Run 1, routed metal per tile:
The die is cut into 18 by 22 equal tiles; dark blue is low, red is high, scaled to the fullest tile. Values are wire area over tile area, all layers added.
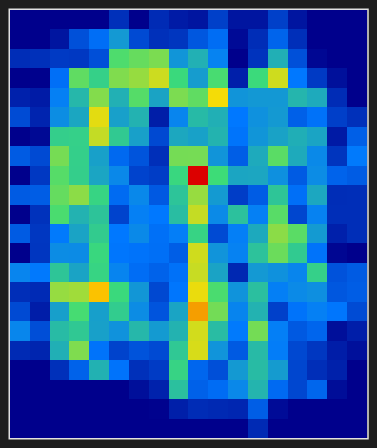
Run 1, sequential cells grouped by signal name:
Bar = 20 um. Other sequential cells in the stronger gray, the rest of the logic in the fainter gray.
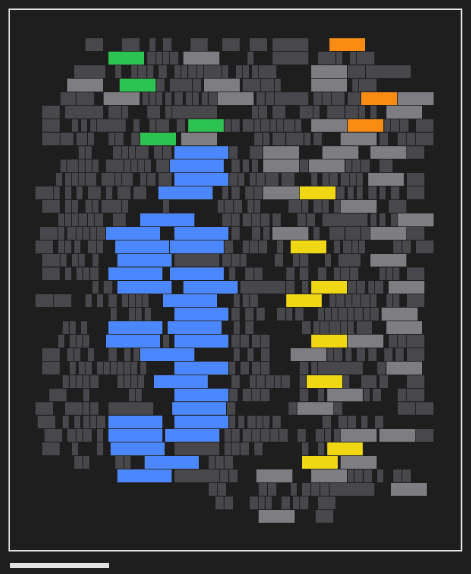
Run 1, cell placement:
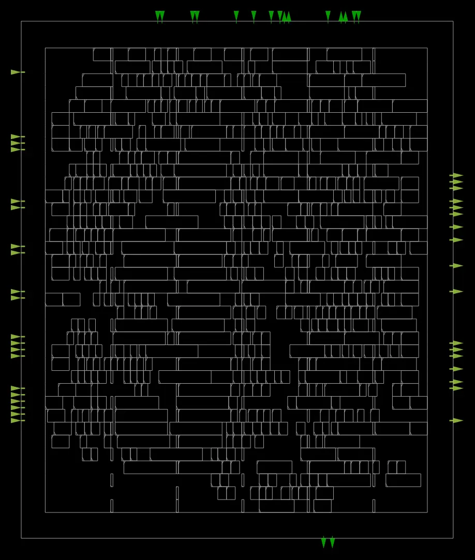
--- config.mk ---
export PLATFORM = sky130hd
export DESIGN_NAME = alu_operand_fetch
export DESIGN_NICKNAME = d
export VERILOG_FILES = /design/src/rtl/alu_operand_fetch.sv
export SDC_FILE = /design/constraint.sdc
export NUM_CORES = 1
export LEC_CHECK = 0
export ABC_AREA = 1
export ABC_CLOCK_PERIOD_IN_PS = 2460
export CAP_MARGIN = 30
export CORE_AREA = 5 5 86 104
export CTS_BUF_LIST = sky130_fd_sc_hd__clkbuf_16
export CTS_CLUSTER_DIAMETER = 200
export DETAILED_ROUTE_END_ITERATION = 6
export DIE_AREA = 0 0 91 109
export PLACE_DENSITY = 0.78
export SLEW_MARGIN = 20
export SYNTH_ARGS = -nofsm -noshare
export SYNTH_HDL_FRONTEND = slang
export SYNTH_SLANG_ARGS = --single-unit
export TNS_END_PERCENT = 1
--- constraint.sdc ---
create_clock -name OPF_clk -period 2.46 [get_ports OPF_clk]
set_input_delay 0.615 -clock OPF_clk [delete_from_list [all_inputs] [get_ports OPF_clk]]
set_output_delay 0.615 -clock OPF_clk [all_outputs]
set_load 0.05 [all_outputs]
--- src/rtl/alu_operand_fetch.sv ---
// alu_operand_fetch: operand stage in front of the 8-bit ALU.
// It holds a small register file and accepts one instruction at a time over
// a valid/ready handshake. For each instruction it reads two sources,
// prepares operand 2 (two's complement plus carry for SUB), issues to the
// ALU, waits a settle window, then writes the ALU result back to dst.
// Optional immediate operand: define OPF_IMMEDIATE_EN to add OPF_imm_sel /
// OPF_imm. When imm_sel is set, operand B comes from OPF_imm, not rf[src2].
module alu_operand_fetch #(
  parameter int NUM_REGS      = 4,
  parameter int ADDR_W        = 2,
  parameter int SETTLE_CYCLES = 1
) (
  input  logic              OPF_clk,
  input  logic              OPF_rst,
  input  logic              OPF_instr_valid,
  output logic              OPF_instr_ready,
  input  logic [2:0]        OPF_opcode,
  input  logic [ADDR_W-1:0] OPF_src1,
  input  logic [ADDR_W-1:0] OPF_src2,
  input  logic [ADDR_W-1:0] OPF_dst,
`ifdef OPF_IMMEDIATE_EN
  input  logic              OPF_imm_sel,
  input  logic [7:0]        OPF_imm,
`endif
  input  logic              OPF_wr_en,
  input  logic [ADDR_W-1:0] OPF_wr_addr,
  input  logic [7:0]        OPF_wr_data,
  input  logic [7:0]        OPF_alu_result,
  output logic [7:0]        OPF_alu_input1,
  output logic [7:0]        OPF_alu_input2,
  output logic [2:0]        OPF_alu_operation,
  output logic              OPF_alu_read_enable,
  output logic              OPF_alu_complement_carry,
  output logic              OPF_done
);

  typedef enum logic [2:0] {
    S_IDLE   = 3'd0,
    S_FETCH  = 3'd1,
    S_PREP   = 3'd2,
    S_ISSUE  = 3'd3,
    S_SETTLE = 3'd4,
    S_WB     = 3'd5
  } state_t;

  localparam logic [2:0] OP_SUB      = 3'b111;
  // The settle counter counts down to zero, so the dwell is SETTLE_CYCLES.
  localparam logic [3:0] SETTLE_LOAD = 4'(SETTLE_CYCLES - 1);

  state_t              state_q;
  logic [2:0]          op_q;
  logic [ADDR_W-1:0]   src1_q;
  logic [ADDR_W-1:0]   src2_q;
  logic [ADDR_W-1:0]   dst_q;
  logic [7:0]          a_q;
  logic [7:0]          b_q;
  logic [3:0]          cnt_q;
  logic [7:0]          rf_q [NUM_REGS];

`ifdef OPF_IMMEDIATE_EN
  logic                imm_sel_q;
  logic [7:0]          imm_q;
`endif

  // Registered ALU-side outputs.
  logic [7:0]          in1_q;
  logic [7:0]          in2_q;
  logic [2:0]          aop_q;
  logic                re_q;
  logic                cc_q;
  logic                done_q;

  // Combinational next values.
  logic [7:0]          b_fetch_d;
  logic [7:0]          b2_d;
  logic                cc_d;
  logic [8:0]          neg_b;
  logic                handshake;
  logic                wb_we;

  // Ready is gated by reset directly, so it reads 0 during reset even in IDLE.
  assign OPF_instr_ready = (state_q == S_IDLE) && !OPF_rst;
  assign handshake       = OPF_instr_valid && OPF_instr_ready;
  assign wb_we           = (state_q == S_WB);

  assign OPF_alu_input1           = in1_q;
  assign OPF_alu_input2           = in2_q;
  assign OPF_alu_operation        = aop_q;
  assign OPF_alu_read_enable      = re_q;
  assign OPF_alu_complement_carry = cc_q;
  assign OPF_done                 = done_q;

  // Select the value captured as operand B in FETCH.
  always_comb begin
    b_fetch_d = rf_q[src2_q];
`ifdef OPF_IMMEDIATE_EN
    if (imm_sel_q) b_fetch_d = imm_q;
`endif
  end

  // Prepare operand 2: negate for SUB. The carry out of ~B+1 is set only
  // when B is zero.
  always_comb begin
    neg_b = {1'b0, ~b_q} + 9'd1;
    b2_d  = b_q;
    cc_d  = 1'b0;
    if (op_q == OP_SUB) begin
      b2_d = neg_b[7:0];
      cc_d = neg_b[8];
    end
  end

  // Instruction sequencer: handshake, fetch, prepare, issue, settle and
  // writeback. ALU outputs are registered here.
  always_ff @(posedge OPF_clk) begin
    if (OPF_rst) begin
      state_q   <= S_IDLE;
      op_q      <= '0;
      src1_q    <= '0;
      src2_q    <= '0;
      dst_q     <= '0;
      a_q       <= '0;
      b_q       <= '0;
      cnt_q     <= '0;
      in1_q     <= '0;
      in2_q     <= '0;
      aop_q     <= '0;
      re_q      <= 1'b0;
      cc_q      <= 1'b0;
      done_q    <= 1'b0;
`ifdef OPF_IMMEDIATE_EN
      imm_sel_q <= 1'b0;
      imm_q     <= '0;
`endif
    end else begin
      // The read-enable and done pulses last one cycle unless set below.
      re_q   <= 1'b0;
      done_q <= 1'b0;
      case (state_q)
        S_IDLE: begin
          if (handshake) begin
            op_q      <= OPF_opcode;
            src1_q    <= OPF_src1;
            src2_q    <= OPF_src2;
            dst_q     <= OPF_dst;
`ifdef OPF_IMMEDIATE_EN
            imm_sel_q <= OPF_imm_sel;
            imm_q     <= OPF_imm;
`endif
            state_q   <= S_FETCH;
          end
        end
        S_FETCH: begin
          // Register reads see the contents before any same-edge write.
          a_q     <= rf_q[src1_q];
          b_q     <= b_fetch_d;
          state_q <= S_PREP;
        end
        S_PREP: begin
          in1_q   <= a_q;
          in2_q   <= b2_d;
          aop_q   <= op_q;
          cc_q    <= cc_d;
          re_q    <= 1'b1;
          state_q <= S_ISSUE;
        end
        S_ISSUE: begin
          cnt_q   <= SETTLE_LOAD;
          state_q <= S_SETTLE;
        end
        S_SETTLE: begin
          if (cnt_q == 4'd0) begin
            done_q  <= 1'b1;
            state_q <= S_WB;
          end else begin
            cnt_q <= cnt_q - 4'd1;
          end
        end
        S_WB: begin
          state_q <= S_IDLE;
        end
        default: begin
          state_q <= S_IDLE;
        end
      endcase
    end
  end

  // Register file. Writeback takes priority over an external write to the
  // same address. Writes to different addresses both land.
  always_ff @(posedge OPF_clk) begin
    if (OPF_rst) begin
      for (int i = 0; i < NUM_REGS; i++) rf_q[i] <= '0;
    end else begin
      if (OPF_wr_en && !(wb_we && (OPF_wr_addr == dst_q)))
        rf_q[OPF_wr_addr] <= OPF_wr_data;
      if (wb_we)
        rf_q[dst_q] <= OPF_alu_result;
    end
  end

endmodule

==> flow_summary.ini, run 1 <==
; generated from flow reports
[outcome]
status = complete, no violations

[synth]
edf_count = 32
synthesis.area_per_instance_um2 = 7.65
synth_warnings = 0
floorplan.nets = 579
ys_cells = 546
ys_area_mm2 = 0.00418
ys_seq_share_pct = 48.9
synthDistinctLibCells = 32
area_leaders = dfxtp_1 26%, edfxtp_1 23%, o21ai_0 12%
common_cells = 108 x nand2_1, 101 x o21ai_0, 67 x inv_1
netlist.area_leader.share_pct = 25.9
flop_cell = dfxtp_1
largest_area_cell = dfxtp_1

[clocking]
clock_sinks = 86
post-cts-setup-buffer-count = 0
clockBufferDepth = 2
cts_tree = done
path_clk_slew_ns = 0.05
cts_buffers = 9
htree_levels = 3
holdBufCountCts = 0
cts-root-buf = clkbuf_16
cts_resized = 0
clk_latency_ns = 0.34

[critical_path]
crit_end = OPF_instr_ready
crit_path_max_fanout = 5
cp-start-kind = primary input
end_kind = primary output
critPathKind = in -> out
reg2reg_to = rf_q[0][4]
worstPathRequired_ns = 1.85
r2r-start = state_q[1]
crit_start = OPF_rst

[final_timing]
hold_violations = 0
fin_setup_tns_ns = 0
fmax_ghz = 0.433
clock_skew_ns = 0.00618
setup_viol = 0
timing.hold.ws_ns = 0.449
relSlewSlack_pct = 63.2
tightest_slew_ns = 0.551
fin_crit_sh_pct = 93.9

[global_routing]
grt_max_degree = 37
antenna_found_initial = 0
grt_util_met1_pct = 24.9
grt_pass1_wl_mm = 15.8
grt_pass1_vias = 3351
met3_usage_pct = 3.31
grt_most_used_layer = met2

[placed_design]
dp_hpwl_mm = 7.10
port_buffers = 53
place_ws_ns = 0.0547
dpl-instance-area_mm2 = 0.00488

[layout]
area_delta_synth_final_pct = 23.5
finalInstanceArea_mm2 = 0.00516
comb_cells = 361
num-fill-cells = 659
drive_gt1_share_pct = 7.86
largest_class = flip-flops and latches
comb_area_share_pct = 33.8
buf_share_pct = 13.3
n_all_inverters = 77
n_antenna_cell = 0
final_cell_mix = 108 x nand2_1, 101 x o21ai_0, 71 x inv_1
num-clock-buffers = 10

[worst_hold_path]
hp-start = a_q[1]
hold_end = OPF_alu_input1[1]

[die]
rows = 36
die_h_um = 109
dieArea_mm2 = 0.00992
initial_core_util_pct = 53.0
core_area_mm2 = 0.00788

[power]
peakVddDrop_v = 0.000609
p_leak_nw = 2.20
power_frac_seq_pct = 40.6
p_sw_mw = 1.65
comb-power_mw = 1.54
power.internal_mw = 3.00

[run]
warnings = 26

[route]
wl_per_cell_um = 13.1
wl_mm = 9.25
drc = 0
routed_via_density = 5.16
About 'routed metal per tile':
The densest ninth of the die: center. The mean over all tiles is 0.15. 12% of the tiles are over half the peak. The fullest tile reaches 0.60.
Tot GR Track Use: 19.8%
Vias: 3644

About 'sequential cells grouped by signal name':
b_q: in yellow, sequential cells 8. cnt_q: in green, sequential cells 4. op_q: in orange, sequential cells 3. rf_q: in blue, sequential cells 32.
Another 39 sequential cells are not colored.
Util after Layout: 65.4%
flop share of the area: 39.6%
register area: 0.00204 mm2
Seq power: 1.89 mW

About 'cell placement':
number of tapcells: 95
fin cells: 706

==> run 1: routing by layer <==
| layer | part of all wire [%] | up-vias | wire, um |
|---|---|---|---|
| met5 | 0 | - | 0 |
| met4 | 1.2 | 0 | 108 |
| met3 | 5.7 | 8 | 528 |
| met2 | 50 | 107 | 4610 |
| met1 | 43 | 1606 | 4010 |
| li1 | - | 1923 | - |
==> run 1: cells by family after synthesis <==
| logic type | after synthesis | synth area share (%) |
|---|---|---|
| fa+ha+maj | 2 | 0.599 |
| compound gates | 174 | 21.3 |
| simple gates | 180 | 18.8 |
| buf+inv | 99 | 9.37 |
| flops | 86 | 48.9 |
| xor+xnor | 5 | 1.05 |
==> run 1: worst max-delay path, cell delays in order <==
cell and delay, ns:
clkdlybuf4s50_1 0.52, buf_4 0.20, nor2_1 0.19, buf_12 0.17
Run 1, clock wires, drivers and flops:
Bar = 20 um.
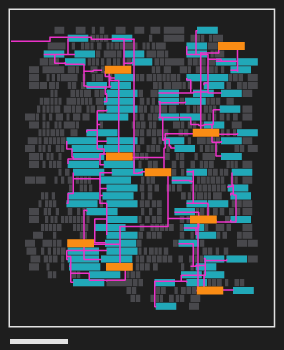

==> run 1 -> run 2 <==
CAP_MARGIN = 40   (was 30)
GPL_ROUTABILITY_DRIVEN = 0   (was unset)
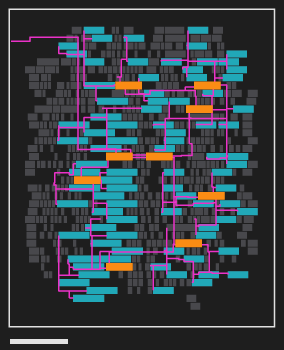
Run 2: clock wires, drivers and flops
Bar = 20 um.
flip-flops: in cyan, count 86. clock wires: in magenta, length 944 um. clock-net drivers: in orange, count 9.
There are 10 routed clock nets.

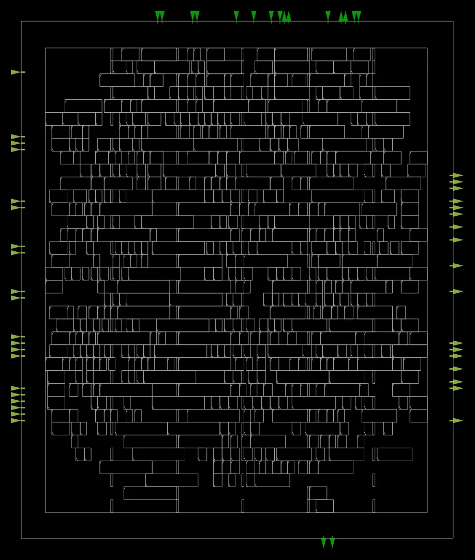
Run 2: cell placement
Util after Layout: 65.9%
Rows: 36
Core Area: 0.00788 mm2
flop share of the area: 39.3%

==> run 2 against run 1 <==
Compared with the run above:
- global-route usage grew 0.14 points
- register-to-register slack improved by 0.02 ns
- clock-buffer cell count down 1
- total power increased by 4.1%
- clock power increased by about 10%
- hold slack better by 0.0047 ns
- synthesized cell count unchanged
==> flow_summary.ini, run 2 <==
; generated from flow reports
[clocking]
htree_levels = 3
cts_resized = 0
post-cts-setup-buffer-count = 0
path_clk_slew_ns = 0.06
cts-root-buf = clkbuf_16
cts_buffers = 9
holdBufCountCts = 0
clockBufferDepth = 2
clock_sinks = 86
cts_tree = done

[layout]
n_antenna_cell = 0
drive_gt1_share_pct = 8.18
num-fill-cells = 650
stdcell_count = 706
final_cell_mix = 108 x nand2_1, 101 x o21ai_0, 70 x inv_1

[critical_path]
crit_start = OPF_rst
r2r-start = state_q[1]
reg2reg_to = rf_q[1][5]
worst-path-stages = 3
cp-start-kind = primary input
crit_end = OPF_instr_ready
crit_path_top_delay_cell = clkdlybuf4s50_1
crit_chain = clkdlybuf4s50_1 > nor2_1 > buf_12
critPathKind = in -> out
worstPathRequired_ns = 1.85
cp_top_family = buffers and inverters
cp_slowest_stage_delay_ns = 0.49
crit_path_max_fanout = 4
cp_num_buf_inv = 2

[final_timing]
relSlewSlack_pct = 60.9
fin_crit_sh_pct = 85.9
timing.hold.ws_ns = 0.453
clock_skew_ns = 0.00362
setup_viol = 0
hold_violations = 0
tightest_slew_ns = 0.586
fin_setup_tns_ns = 0

[global_routing]
grt_pass1_vias = 3654
grt_pass1_wl_mm = 16.2
grt_util_met1_pct = 22.8
antenna_found_initial = 0
grt_max_degree = 37
grt_most_used_layer = met2
met3_usage_pct = 3.45

[power]
power.internal_mw = 3.15
p_sw_mw = 1.69
peakVddDrop_v = 0.000713
powerSeq_mw = 1.89
p_leak_nw = 2.22

[placed_design]
port_buffers = 53
place_ws_ns = 0.0909
dpl-instance-area_mm2 = 0.00488
dp_hpwl_mm = 7.22

[synth]
flop_cell = dfxtp_1
logic_family = AND-OR/OR-AND gates
floorplan.nets = 579
adder_share_pct = 0.599
edf_count = 32
ys_cells = 546
ys_area_mm2 = 0.00418
synth_warnings = 0
common_cells = 108 x nand2_1, 101 x o21ai_0, 67 x inv_1
ys_sh_aoi_pct = 21.3
simple_gate_share_pct = 18.8
area_leaders = dfxtp_1 26%, edfxtp_1 23%, o21ai_0 12%
netlist.area_leader.share_pct = 25.9
synthDistinctLibCells = 32
ys_seq_share_pct = 48.9
synth-xor-area-share_pct = 1.05
synthMuxAreaShare_pct = 0
synthesis.area_per_instance_um2 = 7.65

[worst_hold_path]
hold_end = OPF_alu_input1[1]
hp-start = a_q[1]

[die]
die_h_um = 109
dieArea_mm2 = 0.00992
initial_core_util_pct = 53.0
pin_count = 54

[run]
warnings = 26

[route]
drc = 0

[outcome]
status = complete, no violations
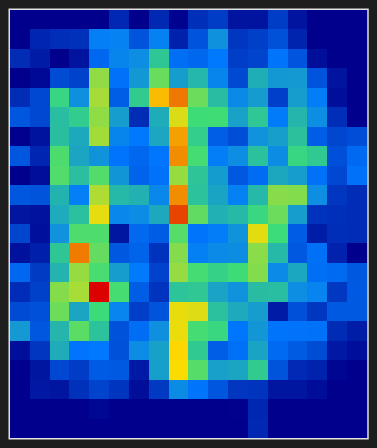
Run 2: routed metal per tile
The die is cut into 18 by 22 equal tiles; dark blue is low, red is high, scaled to the fullest tile. Values are wire area over tile area, all layers added.
drt wl/cell: 13.7 um
final WL: 9.67 mm
Vias: 3783
Tot GR Track Use: 20.0%

[run 2: area by class of cell]
| class | count | area, um2 | area share [%] |
|---|---|---|---|
| inverter | 77 | 292 | 5.62 |
| tap | 95 | 119 | 2.29 |
| timing repair buffer | 71 | 688 | 13.3 |
| sequential | 86 | 2040 | 39.3 |
| clock inverter | 7 | 81.3 | 1.57 |
| multi-input combinational | 361 | 1740 | 33.6 |
| clock buffer | 9 | 225 | 4.34 |
[run 2: layer usage]
| metal | share of wire [%] | routed length [um] | up-vias |
|---|---|---|---|
| met3 | 5.4 | 522 | 16 |
| met2 | 51 | 4930 | 145 |
| met5 | 0 | 0 | - |
| met1 | 42 | 4060 | 1707 |
| li1 | - | - | 1915 |
| met4 | 1.6 | 157 | 0 |
Power is estimated from default activity; no workload was simulated.
